==> run_1/clocks.png <==
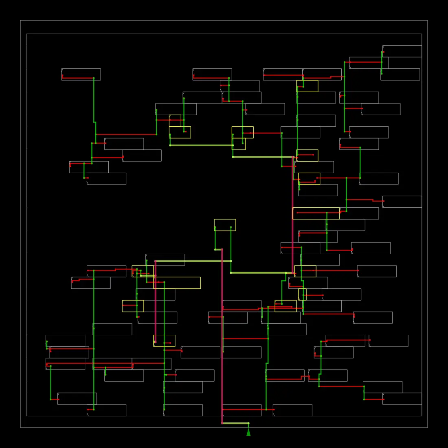
==> run_1/power_grid.png <==
Pins as bars on the die edge. Tap cells in grey.
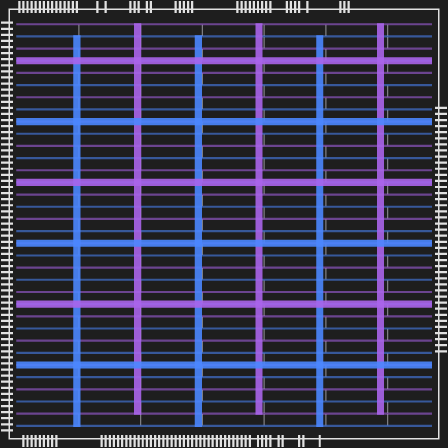
==> run_1/logic_types.png <==
Scale bar: 20 um.
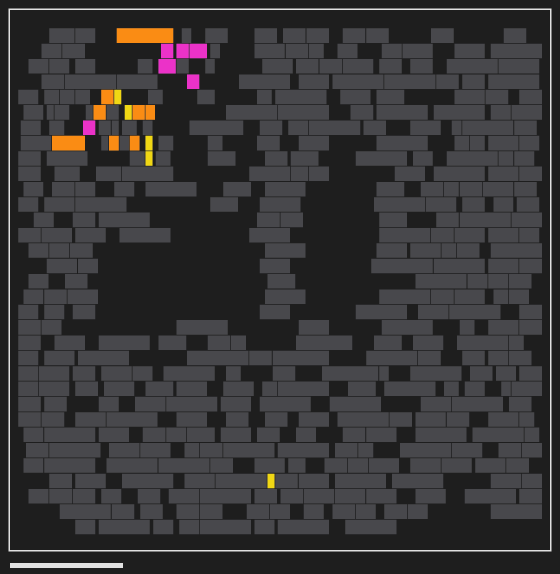
===== config.mk =====
export PLATFORM = sky130hd
export DESIGN_NAME = mem_arbiter
export DESIGN_NICKNAME = d
export VERILOG_FILES = /design/src/rtl/mem_arbiter.sv
export SDC_FILE = /design/constraint.sdc
export NUM_CORES = 1
export LEC_CHECK = 0
export ABC_CLOCK_PERIOD_IN_PS = 1900
export CAP_MARGIN = 30
export CORE_UTILIZATION = 36
export DETAILED_ROUTE_END_ITERATION = 6
export PLACE_DENSITY = 0.88
export SLEW_MARGIN = 30
export SYNTH_ARGS = -nofsm -noshare
export SYNTH_HDL_FRONTEND = slang
export SYNTH_SLANG_ARGS = --single-unit

===== constraint.sdc =====
create_clock -name clk -period 1.9 [get_ports clk]
set_input_delay 0.285 -clock clk [delete_from_list [all_inputs] [get_ports clk]]
set_output_delay 0.285 -clock clk [all_outputs]
set_load 0.01 [all_outputs]

===== src/rtl/mem_arbiter.sv =====
// Two-requester arbiter for the single-port data SRAM: exec has priority, fetch is starvation-limited.
// Grant is combinational in the request cycle; read data is returned and tagged to its owner one cycle later.
module mem_arbiter #(
  parameter int ADDR_W       = 10,
  parameter int DATA_W       = 32,
  parameter int WEN_W        = DATA_W / 8,
  parameter int STARVE_LIMIT = 4
) (
  input  logic              clk,
  input  logic              rst_n,
  input  logic              f_req,
  input  logic [ADDR_W-1:0] f_addr,
  output logic              f_gnt,
  output logic              f_rvalid,
  output logic [DATA_W-1:0] f_rdata,
  input  logic              e_req,
  input  logic [ADDR_W-1:0] e_addr,
  input  logic [WEN_W-1:0]  e_wen,
  input  logic [DATA_W-1:0] e_wd,
  output logic              e_gnt,
  output logic              e_rvalid,
  output logic [DATA_W-1:0] e_rdata,
  output logic [ADDR_W-1:0] sram_a,
  output logic [WEN_W-1:0]  sram_wen,
  output logic [DATA_W-1:0] sram_wd,
  output logic              sram_en,
  input  logic [DATA_W-1:0] sram_rd,
  output logic              busy
);

  typedef enum logic [1:0] {OWN_NONE, OWN_FETCH, OWN_EXEC} owner_t;

  localparam int CNT_W = 4;
  localparam logic [CNT_W-1:0] LIMIT = CNT_W'(STARVE_LIMIT);

  owner_t            r_owner;
  logic [CNT_W-1:0]  r_starve;
  logic [DATA_W-1:0] r_f_rdata;
  logic [DATA_W-1:0] r_e_rdata;
  logic              w_f_win;
  logic              w_e_win;

  // Gated by rst_n so nothing reaches the SRAM while reset is held.
  always_comb begin
    w_f_win = 1'b0;
    w_e_win = 1'b0;
    if (rst_n) begin
      if (f_req && e_req) begin
        w_f_win = (r_starve == LIMIT);
        w_e_win = (r_starve != LIMIT);
      end else begin
        w_f_win = f_req;
        w_e_win = e_req;
      end
    end
  end

  assign f_gnt    = w_f_win;
  assign e_gnt    = w_e_win;
  assign sram_en  = w_f_win | w_e_win;
  assign busy     = sram_en;
  assign sram_a   = w_f_win ? f_addr : e_addr;
  assign sram_wen = w_e_win ? e_wen : '0;
  assign sram_wd  = e_wd;

  always_ff @(posedge clk or negedge rst_n) begin
    if (!rst_n) begin
      r_owner   <= OWN_NONE;
      r_starve  <= '0;
      r_f_rdata <= '0;
      r_e_rdata <= '0;
    end else begin
      if (w_f_win)
        r_owner <= OWN_FETCH;
      else if (w_e_win && (e_wen == '0))
        r_owner <= OWN_EXEC;
      else
        r_owner <= OWN_NONE;

      if (w_f_win || !f_req)
        r_starve <= '0;
      else if (w_e_win && (r_starve != LIMIT))
        r_starve <= r_starve + 1'b1;

      // Hold the last delivered word so non-owners never see SRAM garbage.
      if (r_owner == OWN_FETCH) r_f_rdata <= sram_rd;
      if (r_owner == OWN_EXEC)  r_e_rdata <= sram_rd;
    end
  end

  assign f_rvalid = (r_owner == OWN_FETCH);
  assign e_rvalid = (r_owner == OWN_EXEC);
  assign f_rdata  = f_rvalid ? sram_rd : r_f_rdata;
  assign e_rdata  = e_rvalid ? sram_rd : r_e_rdata;

endmodule


==> run_results.csv, run 1 <==
group,metric,value,unit
outcome,status,"complete, but fails checks",
outcome,violations,"setup timing",
timing,min_period,2.19,ns
drt,wl_per_cell,18.5,um
drt,drt_first_iter_violations,50,
critical_path,rrSetupSlack,0.36,ns
clock_network,cts_resized,466,
final_layout,nFillCells,569,
worst_hold_path,hold_path.class,"input port to asynchronous set/reset pin",
synth,numSynthFlops,70,
global_routing,grt_pass1_wl,13700,um
run,cap_violations,0,
placed_design,dp_hpwl,5710,um
die,floorplan.core_util,37.9,%
synth,top_cells_by_area,"dfrtp_1 (55%), mux2_2 (23%), buf_4 (7.8%)",
global_routing,grt_usage,20.1,%
critical_path,critPathMaxStageDelay,0.40,ns
critical_path,critical-path-top-cell-by-count,"buf_6",
final_layout,utilization,67.9,%
timing,max_clock_freq,456,MHz
drt,first_pass_iters,4,
global_routing,overflow,0,
die,die_area,9150,sq um
synth,synth_cell_types,24,
clock_network,cts_max_level,3,
placed_design,portBuffers,143,
timing,setup-violations-final,47,
drt,drc,0,
final_layout,clk_share,4.11,%
final_layout,final_nets,484,
global_routing,first_global_vias,2620,
synth,synth_nets,315,
timing,drv_slew,0,
final_layout,largest_class,"non-clock buffers",
final_layout,comb_area,1360,sq um
synth,top_cell,"dfrtp_1",
die,ios,208,
final_layout,nonClkBufAreaFrac,38.4,%
timing,hold_viol_final,0,
timing,rsz0062_at_grt,"yes",
timing,worst_pin_slew,0.628,ns
final_layout,regArea,1750,sq um
global_routing,grt_antenna_before_repair,0,
synth,yosys.area.top_type,"dfrtp_1",
synth,top_cell_area_share,55.5,%
synth,ys_area,3160,sq um
critical_path,cp_max_fo,6,
critical_path,path_cells,"inv_2 > ha_4 > nand3b_4 > a21oi_4 > buf_6 > buf_12 > mux2_4 > buf_6",
critical_path,critical_path_class,"flop to primary output",
drt,detail-route-antenna-nets,0,
critical_path,cp-end-kind,"primary output",
pwr,p_per_area,893,nW/um^2
timing,worst_slack,-0.292,ns
final_layout,nNonClkInverters,5,
final_layout,clkbuf_count,11,
drt,viasPerCell,4.77,
pwr,power_leakage,0.00274,uW
critical_path,crit_arrival,1.91,ns
synth,postSynthSeqShare,55.5,%
drt,wl,9250,um
synth,synth_area,3160,sq um
critical_path,crit_required,1.62,ns
final_layout,syn2layout_area_growth,79.4,%
final_layout,num-nonclk-buffers,200,
synth,common_cells,"dfrtp_1 (70), mux2_2 (65), buf_4 (33), mux2_4 (9), buf_2 (8)",
placed_design,gp_congestion,0.736,
clock_network,clkLatencyLatePin,0.33,ns
synth,yosys_warnings,0,
die,tapCellCount,105,
critical_path,cp_top_family,"buffers and inverters",
die,rows,33,
global_routing,grt_max_degree,70,
final_layout,drive_gt1_share,60.3,%
critical_path,crit_buf_inv,4,
pwr,power,5060,uW
timing,max_slew_margin,58.1,%
synth,ys_cells,221,
synth,yosys_most_used_dff,"dfrtp_1",
run,warnings,29,
synth,synth_area_per_cell,14.3,sq um
clock_network,clk_pin_slew,0.07,ns
final_layout,multi_input_comb_cells,104,
clock_network,clock_sinks,70,
clock_network,clk_path_buf_depth,2,
clock_network,cts_setup_buffers,32,
synth,syn_inst,221,
final_layout,diodes,0,
critical_path,cp_slowest_cell,"dfrtp_1",
final_layout,sh_seq_area,30.9,%
final_layout,mostFrequentLayoutCells,"buf_6 (90), mux2_4 (69), dfrtp_1 (69)",
clock_network,cts_hold_buf,1,
clock_network,cts_root_buffer,"clkbuf_8",
timing,min_period_over_period,115,%
critical_path,worstSetupStartpointType,"flop",
synth,ys_async_sr_fraction,100,%
clock_network,cts_tree,"done",
synth,synth-edff-count,0,
drt,via_count,2383,
Back to the opening pictures, clocks.png:
clock skew: 0.00822 ns
Flop Count: 70
total CTS buffers: 9
Clk power: 1380 uW

Back to the opening pictures, power_grid.png:
colour	net
purple	VDD
blue	VSS
tap cells	105
met1 rails	34
met4 straps	6
met5 straps	6
signal pins	208
die width: 95.7 um
core area: 8340 sq um
Max IR drop VDD: 479 uV
die height: 95.7 um

Back to the opening pictures, logic_types.png:
colour	family	cells
yellow	inv cells	5
magenta	and/or cells	6
orange	aoi and oai cells	8
multi-input combinational area share: 23.9%
Non-Filler Instances: 500
most instantiated logic cell after routing: buf_6

[run 1: layer usage]
layer,global-route usage [%],vias up,share of wire (%)
li1,-,1060,-
met1,23.8,1174,39
met2,35.0,140,52
met3,5.82,9,7.8
met4,6.34,0,1.2
met5,0,-,0
[run 1: worst register-to-register path: stages, from the launching register on]
cell     delay, ns
dfrtp_2       0.44
nor2b_4       0.17
buf_6         0.13
buf_6         0.12
buf_16        0.13
mux2_4        0.31
buf_4         0.13
[run 1: path summary, 6_finish.rpt]
kind,start,endpoint,cells after the start
hold / removal,rst_n,r_e_rdata[2],2
setup reg to reg,r_owner[1],r_f_rdata[19],6
setup / recovery,r_starve[1],sram_a[7],8
max in group asynchronous,rst_n,r_owner[0],4
min in group clk,rst_n,r_owner[0],4
hold reg to reg,r_f_rdata[16],r_f_rdata[16],1
[run 1: sequential cells by signal (all words and copies together) (netlist names)]
name / flops
r_e_rdata: 32
r_f_rdata: 32
r_owner: 2
r_starve: 4
[run 1: power breakdown]
group | switching, uW | leakage, uW | total (uW) | internal [uW]
registers | 89.4 | 0.000832 | 1860 | 1770
clock network | 565 | 0.000116 | 1380 | 811
logic | 649 | 0.00180 | 1830 | 1180
[run 1: logic make-up after synthesis]
logic type / synth area share (%)
AOI/OAI and AO/OA: 2.10
and+or+nand+nor: 3.84
muxes: 27.5
buffers and inverters: 10.3
adders and majority gates: 0.792
DFF: 55.5
[run 1: stage by stage]
stage	hold slack [ns]	cells	area, sq um	setup TNS [ns]	worst slack, ns
after floorplan	-0.0106	221	3160	0	0.188
after global placement	0.349	440	4580	-4.64	-0.333
after detailed placement	0.355	440	4580	-4.96	-0.339
after CTS	0.254	497	5620	-8.76	-0.268
after global routing	0.181	500	5670	-9.46	-0.355
final	0.137	500	5670	-4.84	-0.292
==> run 2, diff against run 1 <==
Settings changed: CORE_ASPECT_RATIO set to 2, PLACE_DENSITY 0.88 to unset, PLACE_DENSITY_LB_ADDON set to 0.05, REMOVE_ABC_BUFFERS set to 1.
==> run_2/power_grid.png <==
Pins as bars on the die edge. Tap cells in grey.
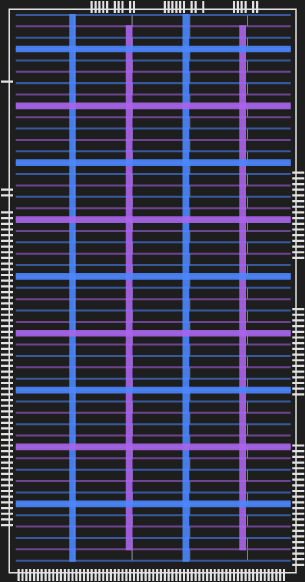
colour	net
blue	VSS
purple	VDD
tap cells	100
met1 rails	49
Max IR drop VDD: 593 uV
core area: 8590 sq um

==> run_2/logic_types.png <==
Scale bar: 20 um.
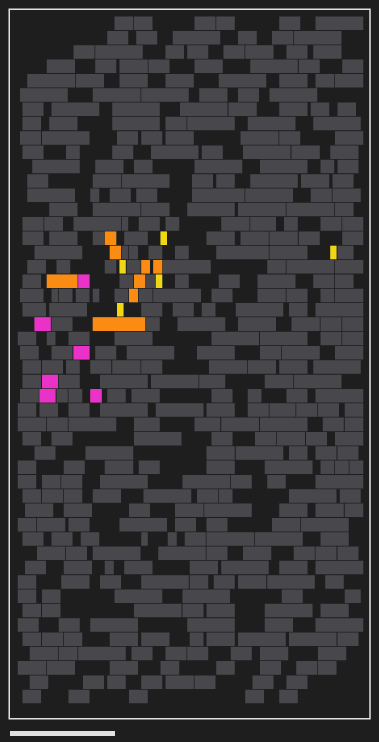
colour	family	cells
orange	aoi and oai cells	8
yellow	inv cells	5
magenta	and/or cells	6

==> run_results.csv, run 2 <==
group,metric,value,unit
outcome,status,"complete, but fails checks",
outcome,violations,"setup timing",
clock_network,clk_path_buf_depth,2,
drt,wl_per_cell,20.7,um
synth,yosys_most_used_dff,"dfrtp_1",
placed_design,dpl.cell_count,438,
run,cap_violations,0,
clock_network,cts_tree,"done",
final_layout,fin_area,5930,sq um
clock_network,cts_buffers,9,
synth,synth-edff-count,0,
placed_design,gp_congestion,0.754,
critical_path,cp-end-kind,"primary output",
clock_network,clk_pin_slew,0.05,ns
die,die_y,134,um
timing,max_clock_freq,463,MHz
pwr,power,5200,uW
final_layout,mostFrequentLayoutCells,"buf_6 (110), mux2_4 (73), dfrtp_1 (70)",
synth,synth_area,3160,sq um
synth,top_cell_area_share,55.5,%
synth,top_cells_by_area,"dfrtp_1 (55%), mux2_2 (23%), buf_4 (7.8%)",
clock_network,clock_sinks,70,
critical_path,crit_required,1.62,ns
clock_network,cts_setup_buffers,36,
clock_network,cts_max_level,3,
timing,rsz0062_at_grt,"yes",
final_layout,finalNonFillerCells,507,
synth,postSynthSeqShare,55.5,%
drt,via_count,2444,
pwr,p_per_area,877,nW/um^2
global_routing,overflow,0,
final_layout,diodes,0,
critical_path,critical_path_class,"flop to primary output",
final_layout,layout_top_cell,"buf_6",
pwr,seqPwrFrac,35.7,%
global_routing,first_global_vias,2655,
pwr,power_leakage,0.00289,uW
drt,drc,0,
timing,worst_pin_slew,0.634,ns
synth,numSynthFlops,70,
global_routing,grt_max_degree,71,
synth,ys_cells,221,
synth,synth_cell_types,24,
critical_path,crit_arrival,1.87,ns
global_routing,grt_pass1_wl,14400,um
synth,ys_async_sr_fraction,100,%
synth,syn_inst,221,
critical_path,worstSetupStartpointType,"flop",
timing,fin_setup_tns,-7.32,ns
drt,detail-route-antenna-nets,0,
die,floorplan.core_util,36.8,%
placed_design,dp_hpwl,6840,um
synth,yosys_warnings,0,
timing,timing.hold.ws,0.0939,ns
timing,worst_slack,-0.259,ns
synth,top_cell,"dfrtp_1",
timing,skew,0.00502,ns
final_layout,utilization,69.0,%
global_routing,grt_usage,22.9,%
die,die_w,68.2,um
die,die_area,9170,sq um
critical_path,cp_max_fo,5,
critical_path,startpoint,"r_starve[1]",
placed_design,portBuffers,143,
placed_design,placed_cell_area,4580,sq um
global_routing,grt_antenna_before_repair,0,
timing,setup-violations-final,73,
synth,yosys.area.top_type,"dfrtp_1",
worst_hold_path,hold_path.class,"input port to asynchronous set/reset pin",
clock_network,clkLatencyLatePin,0.33,ns
drt,first_pass_iters,4,
pwr,switching_share,25.0,%
clock_network,cts_root_buffer,"clkbuf_16",
timing,hold_viol_final,0,
timing,drv_slew,0,
timing,max_slew_margin,57.7,%
die,rows,48,
final_layout,drive_gt1_share,61.7,%
timing,min_period_over_period,114,%
synth,ys_area,3160,sq um
drt,wl,10500,um
final_layout,syn2layout_area_growth,87.7,%
final_layout,nFillCells,632,
final_layout,regArea,1750,sq um
pwr,switching_power,1300,uW
pwr,power_frac_clock,29.8,%
final_layout,final_nets,498,
drt,drt_first_iter_violations,83,
drt,viasPerCell,4.82,
final_layout,top_regs,"r_e_rdata: 32 flops, r_f_rdata: 32 flops, r_starve: 4 flops",
timing,min_period,2.16,ns
clock_network,cts_resized,467,
clock_network,cts_hold_buf,0,
critical_path,reg2reg_from,"r_owner[1]",
placed_design,pre_cts_ws,-0.349,ns
synth,common_cells,"dfrtp_1 (70), mux2_2 (65), buf_4 (33), mux2_4 (9), buf_2 (8)",
final_layout,comb_area,1380,sq um
synth,synth_area_per_cell,14.3,sq um
pwr,combPwrFrac,34.5,%
pwr,power.internal,3900,uW
die,ios,208,
run,warnings,28,
[run 2: power by group through the flow]
stage | Clock, uW | Combinational, uW | Sequential (uW)
2_1_floorplan | 0 | 560 | 1840
3_3_place_gp | 0 | 1410 | 1850
3_5_place_dp | 0 | 1420 | 1860
4_1_cts | 1590 | 1650 | 1840
5_1_grt | 1640 | 1900 | 1880
6_report | 1550 | 1790 | 1850
[run 2: routing by layer]
metal  GRT usage [%]  vias to the layer above  part of all wire (%)
li1                -                     1089                     -
met1            22.3                     1188                    33
met2            38.9                      151                    53
met3            12.2                       14                    12
met4            8.33                        2                   1.3
met5            4.38                        -                  0.43
[run 2: logic make-up after synthesis]
logic type / count (synthesis) / share of synthesized area (%)
DFF: 70 / 55.5
and+or+nand+nor: 19 / 3.84
adders and majority gates: 2 / 0.792
AOI/OAI and AO/OA: 9 / 2.10
muxes: 74 / 27.5
buffers and inverters: 47 / 10.3
[run 2: final timing paths]
path / to / slack [ns] / cells past startpoint
worst max-delay path: sram_a[7] / -0.26 / 7
worst min-delay path: r_f_rdata[8] / 0.09 / 2
worst max register to register: r_f_rdata[23] / 0.40 / 6
worst min register to register: r_e_rdata[18] / 0.49 / 1
max in group asynchronous: r_e_rdata[4] / 1.38 / 2
min in group clk: r_starve[1] / 0.41 / 5
[run 2: critical path, cell delays in order, from the launching register on]
cell       delay (ns)
dfrtp_1          0.39
inv_2            0.08
ha_4             0.15
nand3b_4         0.10
a21oi_4          0.22
clkbuf_16        0.19
mux2_4           0.30
buf_6            0.12
[run 2: cell type report]
cell class	instances	area share, %
Sequential cell	70	29.6
Timing Repair Buffer	214	40.2
Tap cell	100	2.11
Clock inverter	1	0.0844
Multi-Input combinational cell	104	23.2
Inverter	5	0.317
Clock buffer	13	4.56
==> run 3, diff against run 2 <==
==> constraint.sdc (replaced) <==
create_clock -name clk -period 1.9 [get_ports clk]
set_input_delay 0.19 -clock clk [delete_from_list [all_inputs] [get_ports clk]]
set_output_delay 0.19 -clock clk [all_outputs]
set_load 0.01 [all_outputs]
==> run_3/power_grid.png <==
Pins as bars on the die edge. Tap cells in grey.
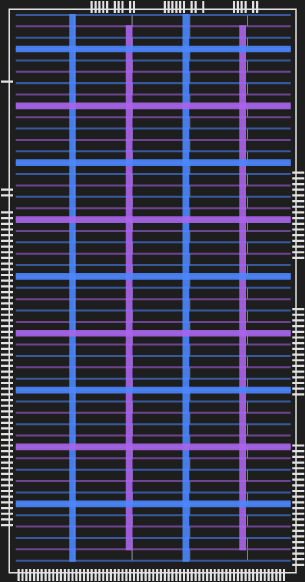
colour	net
blue	VSS
purple	VDD
tap cells	100
signal pins	208
met1 rails	49
rows	48
met5 straps	9
die height: 134 um
Max IR drop VDD: 639 uV

==> run_3/placement_by_type.png <==
Scale bar: 20 um.
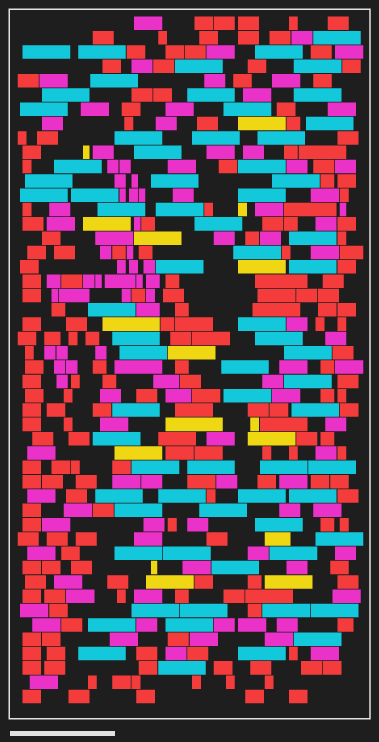
colour	class	cells	share of their area
cyan	sequential cells	70	33%
red	remaining buffers and delay cells	194	37%
yellow	clock drivers and dummy loads	16	6.0%
magenta	combinational and other logic	109	24%
sequential fraction of total cell area: 32.4%
post-layout util: 63.0%
Rows: 48

==> run_results.csv, run 3 <==
group,metric,value,unit
global_routing,overflow,0,
clock_network,cts_hold_buf,0,
synth,ys_cells,221,
placed_design,pre_cts_ws,-0.221,ns
clock_network,cts_tree,"done",
synth,common_cells,"dfrtp_1 (70), mux2_2 (65), buf_4 (33), mux2_4 (9), buf_2 (8)",
critical_path,cp_max_fo,6,
pwr,switching_share,24.5,%
pwr,p_per_area,937,nW/um^2
synth,top_cell_area_share,55.5,%
timing,worst_slack,-0.111,ns
drt,drt_first_iter_violations,97,
synth,topCombFamilyByArea,"multiplexers",
pwr,combPwrFrac,28.9,%
final_layout,drive_gt1_share,57.3,%
timing,drv_slew,0,
critical_path,cp_top_family,"flip-flops",
global_routing,grt.met1_usage,20.6,%
synth,yosys_most_used_dff,"dfrtp_1",
placed_design,portBuffers,143,
die,floorplan.core_util,36.8,%
synth,ys_sh_simple,3.84,%
clock_network,clk_pin_slew,0.05,ns
global_routing,grt_use_met2,37.0,%
synth,top_cells_by_area,"dfrtp_1 (55%), mux2_2 (23%), buf_4 (7.8%)",
critical_path,critical_path_class,"flop to primary output",
synth,ys_area,3160,sq um
worst_hold_path,hold_path.class,"input port to asynchronous set/reset pin",
pwr,switching_power,1240,uW
synth,numSynthFlops,70,
die,die_w,68.2,um
global_routing,grt_antenna_before_repair,0,
global_routing,top_usage_layer,"met2",
die,fp.coreArea,8590,sq um
clock_network,cts_buffers,9,
final_layout,diodes,0,
timing,hold_viol_final,0,
timing,worst_pin_slew,0.638,ns
synth,ys_sh_xor,0,%
critical_path,crit_buf_inv,3,
global_routing,grt_usage,22.0,%
clock_network,cts_max_level,3,
drt,detail-route-antenna-nets,0,
synth,ys_async_sr_fraction,100,%
critical_path,path_cells,"inv_2 > ha_4 > nand3b_4 > a21oi_4 > buf_6 > mux2_4 > buf_6",
critical_path,critPathMaxStageDelay,0.38,ns
final_layout,layout_top_cell,"dfrtp_1",
synth,synthMuxAreaShare,27.5,%
drt,viasPerCell,4.82,
run,cap_violations,0,
timing,skew,0.00353,ns
clock_network,clkLatencyLatePin,0.33,ns
placed_design,gp_congestion,0.735,
die,die_area,9170,sq um
final_layout,mostFrequentLayoutCells,"dfrtp_1 (70), clkdlybuf4s50_1 (60), buf_6 (56)",
outcome,status,"complete, but fails checks",
timing,fin_setup_tns,-1.89,ns
synth,synth_cell_types,24,
synth,syn_inst,221,
clock_network,cts_root_buffer,"clkbuf_16",
final_layout,final_nets,478,
synth,aoi_share,2.10,%
clock_network,clk_path_buf_depth,2,
critical_path,worstSetupStartpointType,"flop",
critical_path,crit_required,1.71,ns
drt,wl_per_cell,20.4,um
die,ios,208,
synth,yosys.area_share.adder,0.792,%
global_routing,use_met3,13.8,%
clock_network,clock_sinks,70,
synth,synth_area,3160,sq um
timing,min_period,2.01,ns
critical_path,critical-path-top-cell-by-count,"buf_6",
timing,max_slew_margin,57.5,%
global_routing,grt_max_degree,72,
timing,setup-violations-final,45,
pwr,power_leakage,0.00255,uW
critical_path,crit_arrival,1.82,ns
pwr,power,5070,uW
synth,postSynthSeqShare,55.5,%
drt,drc,0,
final_layout,syn2layout_area_growth,71.2,%
drt,wl,9980,um
synth,synth-edff-count,0,
final_layout,nFillCells,710,
synth,yosys_warnings,0,
synth,top_cell,"dfrtp_1",
pwr,seqPwrFrac,36.3,%
timing,max_clock_freq,497,MHz
drt,via_count,2356,
run,warnings,28,
global_routing,grt_pass1_wl,13900,um
drt,first_pass_iters,4,
outcome,violations,"setup timing",
synth,yosys.area.top_type,"dfrtp_1",
timing,rsz0062_at_grt,"yes",
pwr,power.internal,3820,uW
critical_path,cp_slowest_cell,"dfrtp_1",
final_layout,top_regs,"r_e_rdata: 32 flops, r_f_rdata: 32 flops, r_starve: 4 flops",
synth,synth_area_per_cell,14.3,sq um
critical_path,cp-end-kind,"primary output",
placed_design,dp_hpwl,6960,um
pwr,power_frac_clock,34.8,%
timing,min_period_over_period,106,%
global_routing,first_global_vias,2535,
[run 3: netlist changes by cell type in the layout (fill, tap and decap cells not counted), moves of 31 or more]
cell,previous run,this run
mux2_4,73,42
mux2_2,1,32
buf_6,110,56
clkbuf_2,0,32
[run 3: power groups by stage]
stage	clock network, uW	logic [uW]	registers (uW)
CTS	1820	1480	1840
global placement	0	1410	1850
floorplan	0	560	1840
finish	1760	1470	1840
detailed placement	0	1420	1860
global route	1900	1570	1860
[run 3: layer usage]
metal / vias up / routed length [um]
met3: 9 / 1320
li1: 1050 / -
met2: 159 / 5320
met5: - / 45
met1: 1136 / 3180
met4: 2 / 111
[run 3: repair_timing]
action                     4_1_cts  5_1_grt
buffers inserted                15       19
setup endpoints to repair       80       80
gates resized                  308       81
cloned                           4        4
pin swaps                        1        2
[run 3: cell type report]
type                            count  area [sq um]  share of cell area (%)
Inverter                            5          18.8                   0.347
Tap cell                          100           125                    2.31
Multi-Input combinational cell    104          1240                    22.9
Timing Repair Buffer              194          1960                    36.2
Clock inverter                      4          70.1                    1.30
Sequential cell                    70          1750                    32.4
Clock buffer                       12           246                    4.56
[run 3: worst paths after layout]
kind	start	endpoint	slack, ns	cells after the start
min reg2reg	r_e_rdata[1]	r_e_rdata[1]	0.49	1
max	r_starve[1]	sram_a[1]	-0.11	7
max in group asynchronous	rst_n	r_e_rdata[13]	1.45	2
min	rst_n	r_starve[2]	0.01	2
min in group clk	e_wd[14]	sram_wd[14]	0.38	0
max reg2reg	r_owner[1]	r_f_rdata[27]	0.39	6
[run 3: stage by stage]
stage / area (sq um) / cells / hold slack [ns]
floorplan: 2850 / 179 / -0.106
global placement: 4560 / 437 / 0.380
detailed placement: 4560 / 437 / 0.380
CTS: 5300 / 471 / 0.158
global route: 5410 / 489 / 0.0821
finish: 5410 / 489 / 0.0145

==> gallery <==
Clock distribution.
Scale bar: 20 um.
Plate I
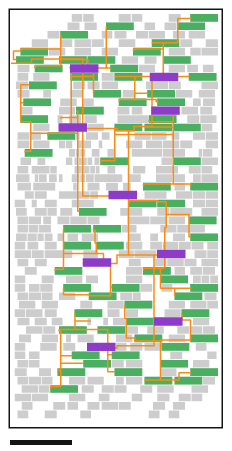
Plate II
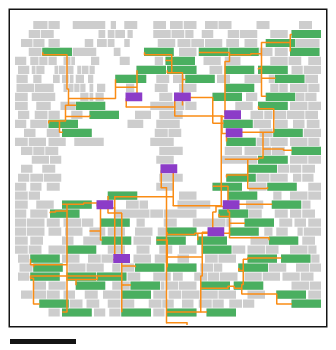
run 2: Plate I
run 1: Plate II

Key to Plate II:
[purple] clock drivers | count: 9
[green] flip-flops | count: 70
[orange] clock wires | length: 883 um
flops lie	all over the die

Power is estimated from default activity; no workload was simulated.
